<file path="config.mk">
export PLATFORM = sky130hd
export DESIGN_NAME = keypad_entry
export DESIGN_NICKNAME = d
export VERILOG_FILES = /design/src/rtl/keypad_entry_pkg.sv /design/src/rtl/keypad_entry_row_scanner.sv /design/src/rtl/keypad_entry.sv
export SDC_FILE = /design/constraint.sdc
export NUM_CORES = 1
export LEC_CHECK = 0
export CAP_MARGIN = 10
export CORE_ASPECT_RATIO = 0.5
export CORE_MARGIN = 3
export CORE_UTILIZATION = 63
export CTS_BUF_LIST = sky130_fd_sc_hd__clkbuf_4
export DETAILED_ROUTE_END_ITERATION = 8
export HOLD_SLACK_MARGIN = 0.02
export PLACE_DENSITY = 0.93
export SYNTH_ARGS = -nofsm -noshare
export SYNTH_HDL_FRONTEND = slang
export SYNTH_SLANG_ARGS = --single-unit
</file>
<file path="constraint.sdc">
create_clock -name CLK -period 11.48 [get_ports CLK]
set_input_delay 2.296 -clock CLK [delete_from_list [all_inputs] [get_ports CLK]]
set_output_delay 2.296 -clock CLK [all_outputs]
set_load 0.02 [all_outputs]
</file>
<file path="src/rtl/keypad_entry_pkg.sv">
// Shared definitions for the keypad scanner: FSM states, frame classes,
// row strobe start value and small column-decoding helpers.
package keypad_entry_pkg;

    localparam int         KEY_W    = 4;
    localparam logic [3:0] ROW_INIT = 4'b1110;

    typedef enum logic [1:0] {
        IDLE   = 2'd0,
        CAND   = 2'd1,
        ACCEPT = 2'd2,
        HELD   = 2'd3
    } kp_state_t;

    typedef enum logic [1:0] {
        FC_NONE  = 2'd0,
        FC_ONE   = 2'd1,
        FC_MULTI = 2'd2
    } frame_class_t;

    function automatic logic [2:0] zero_count(input logic [3:0] cols);
        logic [2:0] n;
        n = 3'd0;
        for (int i = 0; i < 4; i++) begin
            n = n + {2'b00, ~cols[i]};
        end
        return n;
    endfunction

    // Lowest-numbered low column; only meaningful when exactly one is low.
    function automatic logic [1:0] zero_index(input logic [3:0] cols);
        logic [1:0] idx;
        idx = 2'd0;
        for (int i = 3; i >= 0; i--) begin
            if (!cols[i]) idx = 2'(i);
        end
        return idx;
    endfunction

    function automatic logic [15:0] shift_in(input logic [15:0] entry,
                                             input logic [KEY_W-1:0] code,
                                             input logic clr);
        return clr ? {12'h000, code} : {entry[11:0], code};
    endfunction

endpackage

</file>
<file path="src/rtl/keypad_entry_row_scanner.sv">
// Row strobe generator: SCAN_DIV-cycle slots, rotating one-cold row drive,
// a sample strobe in the last cycle of each slot and a frame_end strobe on row 3.
module keypad_entry_row_scanner
    import keypad_entry_pkg::*;
#(
    parameter int SCAN_DIV = 1000
) (
    input  logic       CLK,
    input  logic       clr_n,
    output logic [3:0] row_ctrl,
    output logic [1:0] row_idx,
    output logic       sample,
    output logic       frame_end
);

    localparam int CW = (SCAN_DIV > 2) ? $clog2(SCAN_DIV) : 1;
    localparam logic [CW-1:0] SLOT_LAST = CW'(SCAN_DIV - 1);

    logic [CW-1:0] slot_cnt;

    always_ff @(posedge CLK) begin
        if (!clr_n) begin
            slot_cnt <= '0;
            row_idx  <= 2'd0;
            row_ctrl <= ROW_INIT;
        end else if (slot_cnt == SLOT_LAST) begin
            slot_cnt <= '0;
            row_idx  <= row_idx + 2'd1;
            row_ctrl <= {row_ctrl[2:0], row_ctrl[3]};
        end else begin
            slot_cnt <= slot_cnt + 1'b1;
        end
    end

    assign sample    = (slot_cnt == SLOT_LAST);
    assign frame_end = sample && (row_idx == 2'd3);

endmodule

</file>
<file path="src/rtl/keypad_entry.sv">
// 4x4 hex keypad scanner/debouncer feeding a 4-digit entry shift register.
// Columns are classified per frame; a debounce FSM accepts one key per press.
module keypad_entry
    import keypad_entry_pkg::*;
#(
    parameter int SCAN_DIV       = 1000,
    parameter int DEBOUNCE_SCANS = 4
) (
    input  logic             CLK,
    input  logic             clr_n,
    input  logic [3:0]       col_in,
    input  logic             clear_entry,
    output logic [3:0]       row_ctrl,
    output logic             key_valid,
    output logic [KEY_W-1:0] key_code,
    output logic [15:0]      entry_data
);

    localparam logic [3:0] DB = 4'(DEBOUNCE_SCANS);

    logic [1:0]       row_idx;
    logic             sample;
    logic             frame_end;

    logic [1:0]       acc_zeros;   // saturates at 2: anything above one is MULTI
    logic [3:0]       acc_code;
    logic [2:0]       samp_zeros;
    logic [2:0]       tot_zeros;
    logic [3:0]       samp_code;
    frame_class_t     fclass;
    logic [3:0]       fcode;

    kp_state_t        state;
    logic [3:0]       cnt;
    logic [KEY_W-1:0] cand;

    keypad_entry_row_scanner #(
        .SCAN_DIV (SCAN_DIV)
    ) u_scan (
        .CLK       (CLK),
        .clr_n     (clr_n),
        .row_ctrl  (row_ctrl),
        .row_idx   (row_idx),
        .sample    (sample),
        .frame_end (frame_end)
    );

    assign samp_zeros = zero_count(col_in);
    assign tot_zeros  = {1'b0, acc_zeros} + samp_zeros;
    assign samp_code  = {row_idx, zero_index(col_in)};

    // Classification includes the row-3 sample taken in the frame_end cycle itself.
    always_comb begin
        fclass = FC_NONE;
        fcode  = acc_code;
        if (tot_zeros > 3'd1) begin
            fclass = FC_MULTI;
        end else if (tot_zeros == 3'd1) begin
            fclass = FC_ONE;
            fcode  = (acc_zeros == 2'd0) ? samp_code : acc_code;
        end
    end

    always_ff @(posedge CLK) begin
        if (!clr_n || frame_end) begin
            acc_zeros <= 2'd0;
            acc_code  <= 4'd0;
        end else if (sample) begin
            acc_zeros <= (tot_zeros > 3'd1) ? 2'd2 : tot_zeros[1:0];
            if (acc_zeros == 2'd0 && samp_zeros == 3'd1) acc_code <= samp_code;
        end
    end

    always_ff @(posedge CLK) begin
        if (!clr_n) begin
            state      <= IDLE;
            cnt        <= 4'd0;
            cand       <= '0;
            key_valid  <= 1'b0;
            key_code   <= '0;
            entry_data <= 16'h0000;
        end else begin
            key_valid <= 1'b0;
            if (clear_entry) entry_data <= 16'h0000;
            case (state)
                IDLE: begin
                    if (frame_end && fclass == FC_ONE) begin
                        cand <= fcode;
                        if (DB == 4'd1) begin
                            state      <= ACCEPT;
                            cnt        <= 4'd0;
                            key_valid  <= 1'b1;
                            key_code   <= fcode;
                            entry_data <= shift_in(entry_data, fcode, clear_entry);
                        end else begin
                            state <= CAND;
                            cnt   <= 4'd1;
                        end
                    end
                end
                CAND: begin
                    if (frame_end) begin
                        if (fclass == FC_ONE && fcode == cand) begin
                            if (cnt + 4'd1 >= DB) begin
                                state      <= ACCEPT;
                                cnt        <= 4'd0;
                                key_valid  <= 1'b1;
                                key_code   <= cand;
                                entry_data <= shift_in(entry_data, cand, clear_entry);
                            end else begin
                                cnt <= cnt + 4'd1;
                            end
                        end else if (fclass == FC_ONE) begin
                            cand <= fcode;
                            cnt  <= 4'd1;
                        end else begin
                            state <= IDLE;
                            cnt   <= 4'd0;
                        end
                    end
                end
                // Outputs were registered on entry; a clear landing in the pulse cycle keeps the new key.
                ACCEPT: begin
                    state <= HELD;
                    cnt   <= 4'd0;
                    if (clear_entry) entry_data <= {12'h000, cand};
                end
                HELD: begin
                    if (frame_end) begin
                        if (fclass == FC_NONE) begin
                            if (cnt + 4'd1 >= DB) begin
                                state <= IDLE;
                                cnt   <= 4'd0;
                            end else begin
                                cnt <= cnt + 4'd1;
                            end
                        end else begin
                            cnt <= 4'd0;
                        end
                    end
                end
                default: begin
                    state <= IDLE;
                    cnt   <= 4'd0;
                end
            endcase
        end
    end

endmodule

</file>
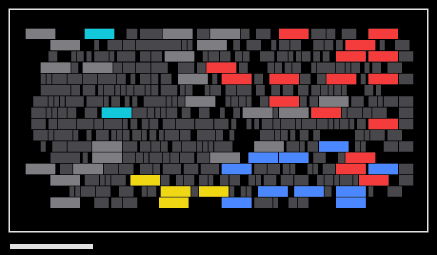
Figure 1: run 1, where the registers sit.
The bar under the picture is 20 um long. Other sequential cells in the stronger grey, the rest of the logic in the fainter grey.
cnt -> yellow  # placed flops 4, where south
u_scan.row_idx -> cyan  # placed flops 2
u_scan.slot_cnt -> blue  # placed flops 10
entry_data -> red  # placed flops 16
not coloured = 21
fraction of area in registers: 32.6%
sequential cell area: 0.00106 sq mm
post-layout util: 79.2%

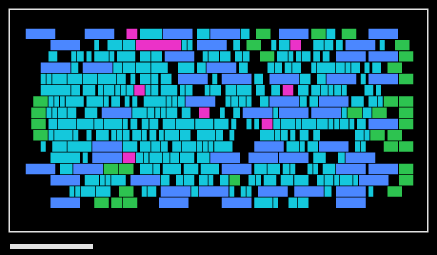
Figure 2: run 1, cell classes on the final placement.
The bar under the picture is 20 um long.
all other logic -> cyan  # cells 266, share of their area 54%
flip-flops -> blue  # cells 53, share of their area 33%
other buffers and delay cells -> green  # cells 33, share of their area 10%
clock drivers and dummy loads -> magenta  # cells 8, share of their area 2.6%
Core Box Area: 0.00410 sq mm
num rows: 16
final design instance area without fill: 0.00325 sq mm

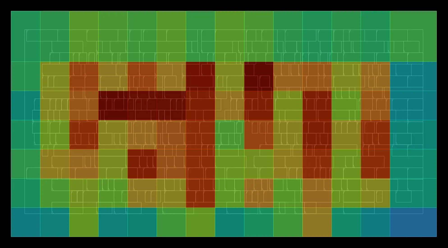
Figure 3: run 1, routing congestion map.
GRT met3 Usage: 6.71%
most crowded layer after global routing: met2
global-route met1 utilization: 32.8%

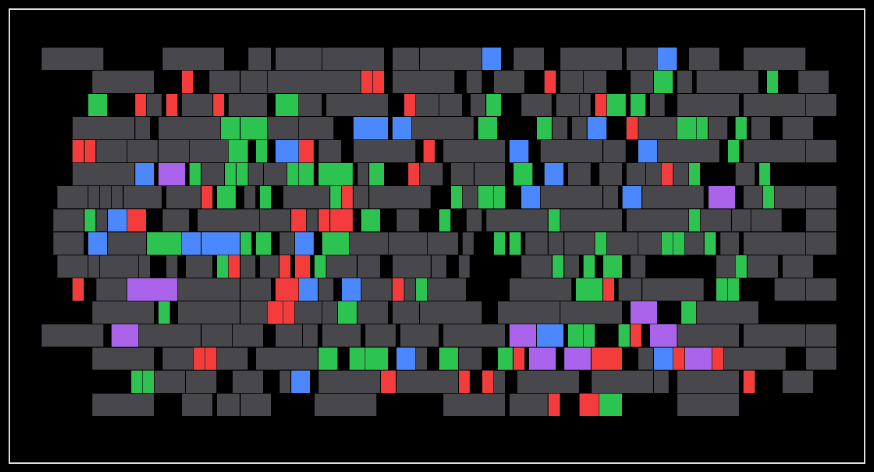
Figure 4: run 1, gate families picked out.
NAND gates -> green  # cells 73
XOR/XNOR gates -> purple  # cells 10
AND and OR gates -> blue  # cells 23
NOR gates -> red  # cells 44
tally of non-filler cells in the final layout: 414
fraction of area in multi-input gates: 50.8%
most frequent logic cell in the layout: dfxtp_1

==> flow_results.xml, run 1 <==
<?xml version="1.0" encoding="UTF-8"?>
<metrics>
  <group name="global_routing">
    <metric name="antenna_violations_before_repair" unit="">0</metric>
    <metric name="first_global_vias" unit="">2554</metric>
    <metric name="wire_length_of_the_first_global_routing_pass" unit="um">11400</metric>
    <metric name="overflow_left_after_global_routing" unit="">0</metric>
    <metric name="grt_max_degree" unit="">40</metric>
    <metric name="globalRouteTotalUtil" unit="%">26.8</metric>
  </group>
  <group name="route">
    <metric name="wire_per_inst" unit="um">16.6</metric>
    <metric name="drt-total-wl" unit="um">6880</metric>
    <metric name="dr_total_vias" unit="">2673</metric>
    <metric name="first_iter_violations" unit="">165</metric>
    <metric name="drtAntennaViolNets" unit="">0</metric>
    <metric name="route.detailed.drc" unit="">0</metric>
    <metric name="post_drt_via_cell_ratio" unit="">6.46</metric>
    <metric name="dr.pass1.iters" unit="">5</metric>
  </group>
  <group name="floorplan">
    <metric name="initial_utilization" unit="%">68.9</metric>
    <metric name="fp.dieArea" unit="sq mm">0.00538</metric>
    <metric name="ios" unit="">32</metric>
    <metric name="chipHeight" unit="um">53.4</metric>
    <metric name="die_width" unit="um">101</metric>
  </group>
  <group name="cells_and_area">
    <metric name="num_antenna_cells" unit="">0</metric>
    <metric name="nFillCells" unit="">260</metric>
    <metric name="finalNetCount" unit="">379</metric>
    <metric name="final_layout_top_logic_cells" unit="">dfxtp_1, nand2_1, nor2_1, clkdlybuf4s50_1</metric>
    <metric name="final_layout_size_suffix_gt1_share" unit="%">6.11</metric>
    <metric name="growth_of_design_area_from_synthesis_to_finish" unit="%">15.1</metric>
  </group>
  <group name="yosys">
    <metric name="ys.warnings.count" unit="">0</metric>
    <metric name="max_area_cell_share" unit="%">37.5</metric>
    <metric name="ys_seq_share" unit="%">37.5</metric>
    <metric name="edf_count" unit="">0</metric>
    <metric name="largest_area_cell" unit="">dfxtp_1</metric>
    <metric name="synth.avg_cell_area" unit="sq um">8.51</metric>
    <metric name="count_of_instantiated_cells_in_the_yosys_netlist" unit="">332</metric>
    <metric name="synth.area.top_cells" unit="">dfxtp_1, mux2i_1, nand2_1</metric>
    <metric name="postSynthCellCount" unit="">332</metric>
    <metric name="synth_area" unit="sq mm">0.00283</metric>
    <metric name="yosys_register_bits" unit="">53</metric>
    <metric name="synth-area-yosys" unit="sq mm">0.00283</metric>
    <metric name="synth_dominant_cell_count" unit="">dfxtp_1</metric>
    <metric name="postSynthNetCount" unit="">352</metric>
    <metric name="prevailing_post_synth_register_cell" unit="">dfxtp_1</metric>
    <metric name="synth_cell_types" unit="">53</metric>
    <metric name="ys_async_sr_fraction" unit="%">0</metric>
    <metric name="top_cells_by_count" unit="">dfxtp_1, nand2_1, nor2_1</metric>
  </group>
  <group name="timing">
    <metric name="timing.final.max_slew_violations" unit="">0</metric>
    <metric name="layout_min_cycle_time" unit="ns">6.52</metric>
    <metric name="report.final.setup_viol" unit="">0</metric>
    <metric name="worst-slew-pin-transition" unit="ns">0.652</metric>
    <metric name="min_period_over_period" unit="%">56.8</metric>
    <metric name="grt_setup_unrepaired" unit="">false</metric>
    <metric name="fmax" unit="GHz">0.153</metric>
    <metric name="final.setup.worst_slack" unit="ns">4.96</metric>
    <metric name="endpoints_failing_hold" unit="">0</metric>
    <metric name="timing.max_slew.rel_slack" unit="%">56.2</metric>
    <metric name="finClkSkew" unit="ns">0.0231</metric>
    <metric name="timing.setup.tns" unit="ns">0</metric>
  </group>
  <group name="cts">
    <metric name="max-clock-path-buffers" unit="">2</metric>
    <metric name="clock_sinks" unit="">53</metric>
    <metric name="clock.latency.late_pin" unit="ns">0.39</metric>
    <metric name="cts-hold-fix-buffers" unit="">0</metric>
    <metric name="setup_fix_buffers_added_after_clock_tree_synthesis" unit="">0</metric>
    <metric name="clock_tree.root_cell" unit="">clkbuf_4</metric>
    <metric name="clk_pin_slew_worst_paths" unit="ns">0.16</metric>
    <metric name="tritoncts_clock_tree" unit="">built</metric>
    <metric name="numCtsBuffers" unit="">5</metric>
    <metric name="htree_num_levels" unit="">2</metric>
    <metric name="post_cts_resize_count" unit="">0</metric>
  </group>
  <group name="placement">
    <metric name="placedCellCount" unit="">406</metric>
    <metric name="globalplace.congestion" unit="">0.886</metric>
    <metric name="number_of_port_buffers" unit="">31</metric>
    <metric name="detailedPlace.worstSlack" unit="ns">4.70</metric>
    <metric name="detailed_place_hpwl" unit="um">4910</metric>
  </group>
  <group name="pwr">
    <metric name="power.share.sequential" unit="%">57.1</metric>
    <metric name="cellLeakagePower" unit="nW">1.17</metric>
    <metric name="comb_power_share" unit="%">9.5</metric>
    <metric name="internal_power" unit="W">0.000244</metric>
    <metric name="swShare" unit="%">25.0</metric>
    <metric name="clockPowerShare" unit="%">33.4</metric>
    <metric name="vdd_drop_max" unit="mV">0.0833</metric>
    <metric name="power_density" unit="mW/mm^2">100</metric>
    <metric name="power.net_switching" unit="W">0.0000812</metric>
  </group>
  <group name="critical_path">
    <metric name="critPathMaxFanout" unit="">8</metric>
    <metric name="critical_r2r_capture" unit="">entry_data[8]</metric>
    <metric name="worst_setup_slack_for_register_to_register_paths" unit="ns">7.90</metric>
    <metric name="path_class" unit="">in -&gt; reg</metric>
    <metric name="cp_capture_type" unit="">register</metric>
    <metric name="crit_path_start_kind" unit="">input pin</metric>
    <metric name="cp.required" unit="ns">11.74</metric>
    <metric name="worstReg2RegStart" unit="">acc_zeros[0]</metric>
    <metric name="worst_reg_to_reg_path_cell_count" unit="">10</metric>
    <metric name="worstPathArrival" unit="ns">6.79</metric>
  </group>
  <group name="flow_run">
    <metric name="cap_violations" unit="">0</metric>
    <metric name="stage_log_warnings" unit="">30</metric>
  </group>
  <group name="hold_path">
    <metric name="worstHoldEndpoint" unit="">entry_data[12]</metric>
    <metric name="hp-start" unit="">entry_data[12]</metric>
    <metric name="hold_depth" unit="">2</metric>
    <metric name="hold_class" unit="">reg -&gt; reg</metric>
  </group>
  <group name="outcome">
    <metric name="run_status" unit="">complete, no violations</metric>
  </group>
</metrics>
-- run 1: flip-flops by register name (all words and copies together), names as in the netlist, named ones only --
| name | flops |
|---|---|
| entry_data | 16 |
| acc_zeros | 2 |
| u_scan.row_ctrl | 4 |
| u_scan.row_idx | 2 |
| cnt | 4 |
| u_scan.slot_cnt | 10 |
| key_code | 4 |
| cand | 4 |
| key_valid | 1 |
| acc_code | 4 |
| state | 1 |
-- run 1: logic make-up after synthesis --
| family | count (synthesis) | share of synthesized area [%] |
|---|---|---|
| simple gates | 140 | 25.1 |
| flops | 53 | 37.5 |
| xor+xnor | 10 | 3.36 |
| mux | 18 | 6.42 |
| compound gates | 68 | 17.1 |
| buf+inv | 30 | 4.25 |
| fa+ha+maj | 13 | 6.29 |
-- run 1: layout make-up --
type	instances	area, sq um	share of cell area, %
clock buffers	6	45.0	1.39
inverters	17	63.8	1.96
flip-flops and latches	53	1060	32.6
well taps	54	67.6	2.08
repair buffers	33	325	10.0
clock inverters	2	38.8	1.19
multi-input cells	249	1650	50.8
-- run 1: power by group through the flow --
stage	clock (W)	sequential [W]	combinational, W
after floorplan	0	0.000190	0.0000220
after global placement	0	0.000190	0.0000285
after detailed placement	0	0.000190	0.0000298
after CTS	0.000110	0.000186	0.0000301
after global routing	0.000116	0.000186	0.0000341
final	0.000109	0.000186	0.0000309
-- run 1: per-stage QoR --
stage | hold WS, ns | utilization [%] | power, W | instance area, sq um
5_1_grt | 0.514 | 79.2 | 0.000337 | 3250
3_5_place_dp | 0.462 | 77.2 | 0.000220 | 3170
6_report | 0.488 | 79.2 | 0.000326 | 3250
4_1_cts | 0.484 | 79.2 | 0.000326 | 3250
2_1_floorplan | 0.426 | - | 0.000211 | 2830
3_3_place_gp | 0.438 | 77.2 | 0.000218 | 3170
-- run 1: per-layer routing --
| metal | share of wire, % | track usage [%] |
|---|---|---|
| met5 | 0 | 0 |
| met3 | 9.4 | 6.71 |
| met2 | 45 | 47.2 |
| met1 | 43 | 32.8 |
| met4 | 3.0 | 7.83 |
-- run 1: worst max-delay path by stage --
stage / start / endpoint / slack, ns / depth (start not counted)
3_3_place_gp: col_in[1] / entry_data[10] / 4.94 / 14
2_1_floorplan: col_in[0] / entry_data[2] / 5.70 / 14
3_5_place_dp: col_in[1] / entry_data[8] / 4.70 / 14
5_1_grt: col_in[1] / entry_data[10] / 4.75 / 14
6_report: col_in[1] / entry_data[8] / 4.96 / 14
4_1_cts: col_in[1] / entry_data[8] / 5.06 / 14
-- run 1: worst max-delay path, cell delays in order --
cell and delay [ns]:
clkdlybuf4s50_1 0.53, inv_1 0.08, fa_1 0.46, ha_1 0.19, ha_1 0.29, inv_1 0.06, fa_1 0.65, nand4bb_1 0.21
o21ai_0 0.51, and3_1 0.26, o221ai_2 0.14, nand4bb_1 0.37, a21oi_1 0.55, o22ai_1 0.18
==> run 2: changes to the inputs <==
CORE_UTILIZATION = 52   (was 63)
PLACE_DENSITY = 0.83   (was 0.93)
clock period = 5.2 ns   (was 11.48 ns; I/O delays follow)
==> run 2 against run 1 <==
Net effect: synthesized cell count stayed put; global-route usage is 5.0 points lower; register-to-register slack worse by 5.9 ns; count of clock-buffer cells in the layout decreased by 1; final area increased by 1.2%; non-clock buffer count rose by 3; final cell count is 4.6% higher; routed wire length is 4.0% lower; clock power up 110%; critical endpoint is now entry_data[2].
==> flow_results.xml, run 2 <==
<?xml version="1.0" encoding="UTF-8"?>
<metrics>
  <group name="outcome">
    <metric name="run_status" unit="">complete, no violations</metric>
  </group>
  <group name="timing">
    <metric name="fmax" unit="GHz">0.206</metric>
    <metric name="worst-slew-pin-transition" unit="ns">0.535</metric>
    <metric name="report.final.setup_viol" unit="">0</metric>
    <metric name="endpoints_failing_hold" unit="">0</metric>
    <metric name="timing.final.max_slew_violations" unit="">0</metric>
    <metric name="min_period_over_period" unit="%">93.1</metric>
    <metric name="timing.max_slew.rel_slack" unit="%">64.1</metric>
    <metric name="grt_setup_unrepaired" unit="">false</metric>
    <metric name="final.hold.worst_slack" unit="ns">0.482</metric>
    <metric name="finClkSkew" unit="ns">0.0167</metric>
  </group>
  <group name="yosys">
    <metric name="synth.area.top_cells" unit="">dfxtp_1, mux2i_1, nand2_1</metric>
    <metric name="synth.logic.top_family" unit="">simple AND/OR/NAND/NOR gates</metric>
    <metric name="edf_count" unit="">0</metric>
    <metric name="ys.warnings.count" unit="">0</metric>
    <metric name="count_of_instantiated_cells_in_the_yosys_netlist" unit="">332</metric>
    <metric name="synth-adder-area-share" unit="%">6.29</metric>
    <metric name="largest_area_cell" unit="">dfxtp_1</metric>
    <metric name="synth-compound-area-share" unit="%">17.1</metric>
    <metric name="max_area_cell_share" unit="%">37.5</metric>
    <metric name="top_cells_by_count" unit="">dfxtp_1, nand2_1, nor2_1</metric>
    <metric name="ys_sh_mux" unit="%">6.42</metric>
    <metric name="synth-xor-area-share" unit="%">3.36</metric>
    <metric name="yosys_register_bits" unit="">53</metric>
    <metric name="postSynthCellCount" unit="">332</metric>
    <metric name="ys_async_sr_fraction" unit="%">0</metric>
    <metric name="synth_area" unit="sq mm">0.00283</metric>
    <metric name="ys_seq_share" unit="%">37.5</metric>
    <metric name="simple_gate_area_share" unit="%">25.1</metric>
  </group>
  <group name="cells_and_area">
    <metric name="reg.largest.list" unit="">entry_data x16, u_scan.slot_cnt x10</metric>
    <metric name="finalNetCount" unit="">382</metric>
    <metric name="registers.top_by_ff_count" unit="">entry_data</metric>
    <metric name="post_layout_util" unit="%">64.6</metric>
    <metric name="largest_register_ff_count" unit="">16</metric>
    <metric name="growth_of_design_area_from_synthesis_to_finish" unit="%">16.4</metric>
    <metric name="nFillCells" unit="">413</metric>
  </group>
  <group name="critical_path">
    <metric name="worstPathArrival" unit="ns">5.16</metric>
    <metric name="path_class" unit="">in -&gt; reg</metric>
    <metric name="cp_capture_type" unit="">register</metric>
    <metric name="critical_path.slowest_cell" unit="">fa_1</metric>
    <metric name="critPathMaxFanout" unit="">13</metric>
    <metric name="cp.required" unit="ns">5.51</metric>
    <metric name="crit_path_start_kind" unit="">input pin</metric>
    <metric name="crit_family" unit="">adder cells</metric>
    <metric name="slowest_delay" unit="ns">0.53</metric>
    <metric name="worst_reg_to_reg_path_cell_count" unit="">11</metric>
  </group>
  <group name="route">
    <metric name="drt-total-wl" unit="um">6600</metric>
    <metric name="route.detailed.drc" unit="">0</metric>
    <metric name="wire_per_inst" unit="um">15.2</metric>
    <metric name="first_iter_violations" unit="">196</metric>
    <metric name="drtAntennaViolNets" unit="">0</metric>
    <metric name="post_drt_via_cell_ratio" unit="">5.87</metric>
  </group>
  <group name="global_routing">
    <metric name="antenna_violations_before_repair" unit="">0</metric>
    <metric name="first_global_vias" unit="">2375</metric>
    <metric name="overflow_left_after_global_routing" unit="">0</metric>
    <metric name="globalRouteTotalUtil" unit="%">21.9</metric>
  </group>
  <group name="floorplan">
    <metric name="initial_utilization" unit="%">55.5</metric>
    <metric name="die_width" unit="um">110</metric>
    <metric name="fp.dieArea" unit="sq mm">0.00641</metric>
    <metric name="ios" unit="">32</metric>
  </group>
  <group name="flow_run">
    <metric name="stage_log_warnings" unit="">30</metric>
    <metric name="cap_violations" unit="">0</metric>
  </group>
  <group name="pwr">
    <metric name="p_total" unit="W">0.000712</metric>
  </group>
  <group name="placement">
    <metric name="globalplace.congestion" unit="">0.858</metric>
    <metric name="placed_cell_area" unit="sq mm">0.00321</metric>
    <metric name="placedCellCount" unit="">425</metric>
    <metric name="number_of_port_buffers" unit="">31</metric>
  </group>
  <group name="cts">
    <metric name="tritoncts_clock_tree" unit="">built</metric>
    <metric name="clk_pin_slew_worst_paths" unit="ns">0.16</metric>
    <metric name="post_cts_resize_count" unit="">0</metric>
    <metric name="clock.latency.late_pin" unit="ns">0.38</metric>
    <metric name="numCtsBuffers" unit="">5</metric>
    <metric name="max-clock-path-buffers" unit="">2</metric>
    <metric name="setup_fix_buffers_added_after_clock_tree_synthesis" unit="">0</metric>
  </group>
</metrics>
run 2: cell count changes in the layout (fill, tap and decap cells not counted), sizes merged:
cell | before | now
buf | 2 | 5
clkbuf | 6 | 5
clkinvlp | 0 | 1
run 2: worst min-delay path, delay by kind of cell, from the launching register on:
family | cells | cell delay (ns)
AND-OR/OR-AND | 1 | 0.06
flip-flops | 1 | 0.34
AND/OR/NAND/NOR | 1 | 0.05
run 2: routing by layer:
layer / global-route usage (%) / part of all wire [%] / routed length (um) / vias up
met5: 0 / 0 / 0 / -
met4: 7.02 / 1.1 / 70 / 0
met1: 29.5 / 46 / 3010 / 1197
li1: - / - / - / 1236
met2: 35.0 / 45 / 2960 / 99
met3: 5.01 / 8.6 / 568 / 10
run 2: layout make-up:
type                            instances  area [sq um]  area share [%]
Multi-Input combinational cell        249          1650            50.2
Clock buffer                            5          37.5            1.14
Tap cell                               70          87.6            2.66
Sequential cell                        53          1060            32.3
Timing Repair Buffer                   36           348            10.6
Inverter                               17          63.8            1.94
Clock inverter                          3          41.3            1.26
run 2: where the power goes:
part | total (W) | internal, W | switching [W]
clock network | 0.000231 | 0.0000997 | 0.000131
registers | 0.000410 | 0.000408 | 0.00000182
logic | 0.0000709 | 0.0000256 | 0.0000453
run 2: worst paths after layout:
path                        from             end  slack (ns)
hold reg to reg   entry_data[15]  entry_data[15]        0.48
setup / recovery       col_in[1]   entry_data[2]        0.36
hold / removal    entry_data[15]  entry_data[15]        0.48
setup reg to reg    acc_zeros[0]   entry_data[2]        2.02
run 2: kinds of logic after synthesis:
group                      after synthesis
and+or+nand+nor                        140
buffers and inverters                   30
DFF                                     53
AOI/OAI and AO/OA                       68
adders and majority gates               13
muxes                                   18
xor gates and xnor gates                10
run 2: metrics by stage:
stage | worst slack [ns] | TNS, ns
2_1_floorplan | 0.672 | 0
3_3_place_gp | 0.107 | 0
3_5_place_dp | -0.0210 | -0.0367
4_1_cts | 0.356 | 0
5_1_grt | 0.163 | 0
6_report | 0.356 | 0
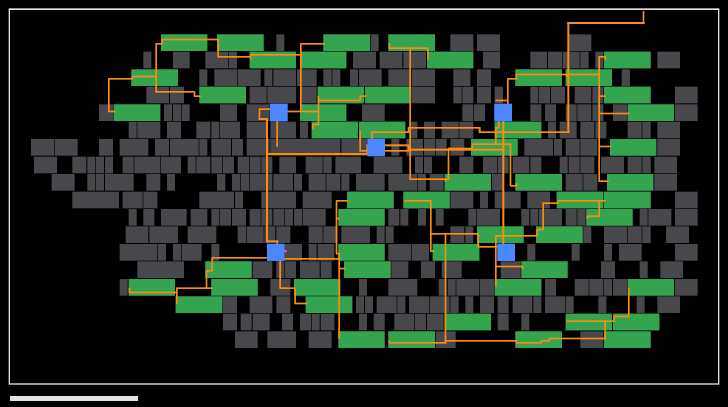
Figure 5: run 2, clock wires, drivers and flops.
The bar under the picture is 20 um long.
flip-flops -> green  # count 53
cells driving clock nets -> blue  # count 5
clock wires -> orange  # length 590 um
routed clock nets = 6
proportion of power drawn by the clock network: 32.4%
clock distribution power: 0.000231 W

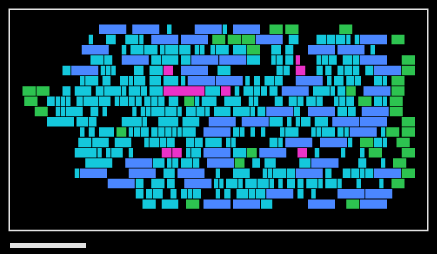
Figure 6: run 2, cell classes on the final placement.
The bar under the picture is 20 um long.
other buffers and delay cells -> green  # cells 36, share of their area 11%
clock drivers and dummy loads -> magenta  # cells 8, share of their area 2.5%
all other logic -> cyan  # cells 266, share of their area 54%
flip-flops -> blue  # cells 53, share of their area 33%
Core Box Area: 0.00509 sq mm
final design instance area without fill: 0.00329 sq mm
fraction of area in registers: 32.3%

==> run 3: changes to the inputs <==
PLACE_DENSITY = not set   (was 0.83)
PLACE_DENSITY_LB_ADDON = 0.1   (was not set)
==> run 3 against run 2 <==
Net effect: count of clock-buffer cells in the layout grew 2; register-to-register slack gained 0.06 ns; global-route usage decreased by 1.3 points; final area fell by 0.11%; power decreased by 5.7%; die area is the same; routed wire length shrank 4.4%; final cell count increased by 0.46%; critical path depth down 1; clock skew shrank 0.0012 ns; synthesized area unchanged; fmax grew 0.52%.
==> flow_results.xml, run 3 <==
<?xml version="1.0" encoding="UTF-8"?>
<metrics>
  <group name="outcome">
    <metric name="run_status" unit="">complete, no violations</metric>
  </group>
  <group name="timing">
    <metric name="final.setup.worst_slack" unit="ns">0.381</metric>
    <metric name="timing.final.max_slew_violations" unit="">0</metric>
    <metric name="final.hold.worst_slack" unit="ns">0.478</metric>
    <metric name="report.final.setup_viol" unit="">0</metric>
    <metric name="min_period_over_period" unit="%">92.7</metric>
    <metric name="worst-slew-pin-transition" unit="ns">0.597</metric>
    <metric name="timing.max_slew.rel_slack" unit="%">59.1</metric>
    <metric name="finClkSkew" unit="ns">0.0156</metric>
    <metric name="endpoints_failing_hold" unit="">0</metric>
    <metric name="layout_min_cycle_time" unit="ns">4.82</metric>
    <metric name="grt_setup_unrepaired" unit="">false</metric>
    <metric name="fmax" unit="GHz">0.208</metric>
    <metric name="timing.setup.tns" unit="ns">0</metric>
  </group>
  <group name="route">
    <metric name="dr_total_vias" unit="">2519</metric>
    <metric name="first_iter_violations" unit="">145</metric>
    <metric name="drt-total-wl" unit="um">6310</metric>
    <metric name="wire_per_inst" unit="um">14.5</metric>
    <metric name="post_drt_via_cell_ratio" unit="">5.79</metric>
    <metric name="route.detailed.drc" unit="">0</metric>
    <metric name="drtAntennaViolNets" unit="">0</metric>
  </group>
  <group name="flow_run">
    <metric name="stage_log_warnings" unit="">30</metric>
    <metric name="cap_violations" unit="">0</metric>
  </group>
  <group name="yosys">
    <metric name="postSynthCellCount" unit="">332</metric>
    <metric name="ys_seq_share" unit="%">37.5</metric>
    <metric name="synth_dominant_cell_count" unit="">dfxtp_1</metric>
    <metric name="max_area_cell_share" unit="%">37.5</metric>
    <metric name="ys.warnings.count" unit="">0</metric>
    <metric name="synth.area.top_cells" unit="">dfxtp_1, mux2i_1, nand2_1</metric>
    <metric name="synth-area-yosys" unit="sq mm">0.00283</metric>
    <metric name="edf_count" unit="">0</metric>
    <metric name="postSynthNetCount" unit="">352</metric>
    <metric name="yosys_register_bits" unit="">53</metric>
    <metric name="largest_area_cell" unit="">dfxtp_1</metric>
    <metric name="synth.avg_cell_area" unit="sq um">8.51</metric>
    <metric name="top_cells_by_count" unit="">dfxtp_1, nand2_1, nor2_1</metric>
    <metric name="synth_area" unit="sq mm">0.00283</metric>
    <metric name="ys_async_sr_fraction" unit="%">0</metric>
    <metric name="count_of_instantiated_cells_in_the_yosys_netlist" unit="">332</metric>
  </group>
  <group name="cts">
    <metric name="cts-hold-fix-buffers" unit="">0</metric>
    <metric name="clock_tree.root_cell" unit="">clkbuf_4</metric>
    <metric name="numCtsBuffers" unit="">5</metric>
    <metric name="clock_sinks" unit="">53</metric>
    <metric name="htree_num_levels" unit="">2</metric>
    <metric name="tritoncts_clock_tree" unit="">built</metric>
    <metric name="setup_fix_buffers_added_after_clock_tree_synthesis" unit="">0</metric>
    <metric name="clk_pin_slew_worst_paths" unit="ns">0.15</metric>
    <metric name="clock.latency.late_pin" unit="ns">0.37</metric>
  </group>
  <group name="cells_and_area">
    <metric name="layout.cells.most_common" unit="">dfxtp_1</metric>
    <metric name="nFillCells" unit="">457</metric>
    <metric name="growth_of_design_area_from_synthesis_to_finish" unit="%">16.2</metric>
    <metric name="final_layout_size_suffix_gt1_share" unit="%">7.40</metric>
    <metric name="layout.area.seq" unit="sq mm">0.00106</metric>
    <metric name="final-comb-area" unit="sq mm">0.00165</metric>
    <metric name="num_antenna_cells" unit="">0</metric>
    <metric name="reg.largest.list" unit="">entry_data x16, u_scan.slot_cnt x10</metric>
    <metric name="layout.cells.non_filler" unit="">435</metric>
    <metric name="registers.top_by_ff_count" unit="">entry_data</metric>
  </group>
  <group name="pwr">
    <metric name="swShare" unit="%">25.6</metric>
    <metric name="clockPowerShare" unit="%">28.1</metric>
    <metric name="power.net_switching" unit="W">0.000172</metric>
    <metric name="power.share.sequential" unit="%">61.1</metric>
    <metric name="cellLeakagePower" unit="nW">1.18</metric>
    <metric name="internal_power" unit="W">0.000499</metric>
    <metric name="vdd_drop_max" unit="mV">0.143</metric>
    <metric name="power_density" unit="mW/mm^2">204</metric>
    <metric name="comb_power_share" unit="%">10.8</metric>
  </group>
  <group name="floorplan">
    <metric name="design.core.area" unit="sq mm">0.00509</metric>
    <metric name="chipHeight" unit="um">58.1</metric>
    <metric name="initial_utilization" unit="%">55.5</metric>
    <metric name="die_width" unit="um">110</metric>
    <metric name="fp.dieArea" unit="sq mm">0.00641</metric>
    <metric name="rows" unit="">18</metric>
    <metric name="ios" unit="">32</metric>
  </group>
  <group name="critical_path">
    <metric name="worst_reg_to_reg_path_cell_count" unit="">10</metric>
    <metric name="cp.required" unit="ns">5.49</metric>
    <metric name="critPathMaxFanout" unit="">6</metric>
    <metric name="critical_path.slowest_cell" unit="">fa_1</metric>
    <metric name="cp_capture_type" unit="">register</metric>
    <metric name="slowest_delay" unit="ns">0.54</metric>
    <metric name="crit_path_start_kind" unit="">input pin</metric>
  </group>
  <group name="placement">
    <metric name="placedCellCount" unit="">427</metric>
    <metric name="number_of_port_buffers" unit="">31</metric>
    <metric name="detailed_place_hpwl" unit="um">4730</metric>
    <metric name="globalplace.congestion" unit="">0.870</metric>
  </group>
  <group name="global_routing">
    <metric name="overflow_left_after_global_routing" unit="">0</metric>
    <metric name="wire_length_of_the_first_global_routing_pass" unit="um">10600</metric>
    <metric name="grt_max_degree" unit="">40</metric>
    <metric name="first_global_vias" unit="">2345</metric>
    <metric name="antenna_violations_before_repair" unit="">0</metric>
  </group>
  <group name="hold_path">
    <metric name="hold_class" unit="">reg -&gt; reg</metric>
    <metric name="hold_depth" unit="">2</metric>
  </group>
</metrics>
run 3: cell counts after synthesis:
No cell type changed its count.
run 3: power groups by stage:
stage          registers (W)  clock network (W)  logic [W]
6_report            0.000410           0.000189  0.0000725
5_1_grt             0.000411           0.000210  0.0000801
4_1_cts             0.000410           0.000192  0.0000720
3_5_place_dp        0.000419                  0  0.0000715
3_3_place_gp        0.000419                  0  0.0000697
2_1_floorplan       0.000418                  0  0.0000485
run 3: through the flow:
| stage | util, % | instance area, sq um |
|---|---|---|
| after global routing | 64.6 | 3290 |
| after global placement | 63.4 | 3230 |
| final | 64.6 | 3290 |
| after CTS | 64.6 | 3290 |
| after floorplan | - | 2830 |
| after detailed placement | 63.4 | 3230 |
run 3: area by class of cell:
class | count | area share (%)
inverters | 17 | 1.94
repair buffers | 38 | 11.0
flip-flops and latches | 53 | 32.3
well taps | 70 | 2.67
clock inverters | 1 | 0.228
multi-input cells | 249 | 50.2
clock buffers | 7 | 1.60
run 3: worst max-delay path, delay by kind of cell:
family | cells | cell delay, ns
buffers and inverters | 3 | 0.63
AND-OR/OR-AND | 4 | 0.98
adder cells (fa/ha/maj) | 4 | 1.52
AND/OR/NAND/NOR | 3 | 0.95
run 3: worst paths after layout:
| kind | from | endpoint |
|---|---|---|
| max | col_in[0] | entry_data[4] |
| min | entry_data[14] | entry_data[14] |
| max reg2reg | acc_zeros[0] | entry_data[4] |
| min reg2reg | entry_data[14] | entry_data[14] |
run 3: kinds of logic (layout without fill, tap and decap cells):
logic type | after synthesis | count (layout) | synth area share (%)
AND/OR/NAND/NOR | 140 | 140 | 25.1
AND-OR/OR-AND | 68 | 68 | 17.1
flip-flops | 53 | 53 | 37.5
buffers and inverters | 30 | 63 | 4.25
multiplexers | 18 | 18 | 6.42
adder cells (fa/ha/maj) | 13 | 13 | 6.29
XOR/XNOR | 10 | 10 | 3.36
run 3: routing by layer:
metal	GRT usage, %	wire length (um)	share of wire (%)	vias to the layer above
li1	-	-	-	1235
met1	27.8	2950	47	1187
met2	33.8	2800	44	91
met3	4.78	520	8.2	6
met4	4.39	38	0.60	0
met5	0	0	0	-
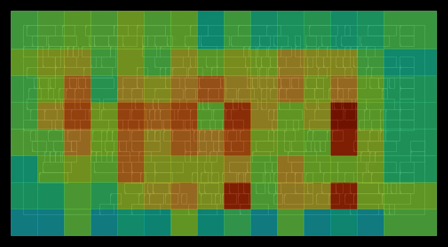
Figure 7: run 3, routing congestion map.
global-route met1 utilization: 27.8%
aggregate global-route resource usage: 20.5%

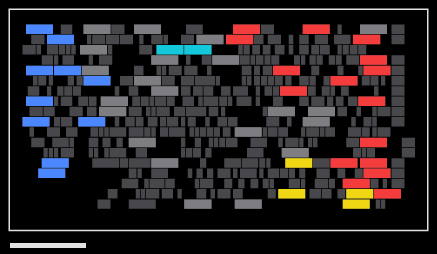
Figure 8: run 3, where the registers sit.
The bar under the picture is 20 um long. Other sequential cells in the stronger grey, the rest of the logic in the fainter grey.
cnt -> yellow  # placed flops 4, where south-east
u_scan.slot_cnt -> blue  # placed flops 10
entry_data -> red  # placed flops 16
u_scan.row_idx -> cyan  # placed flops 2
not coloured = 21
fraction of area in registers: 32.3%
power consumed by sequential cells: 0.000410 W

Power and IR drop assume default switching activity.
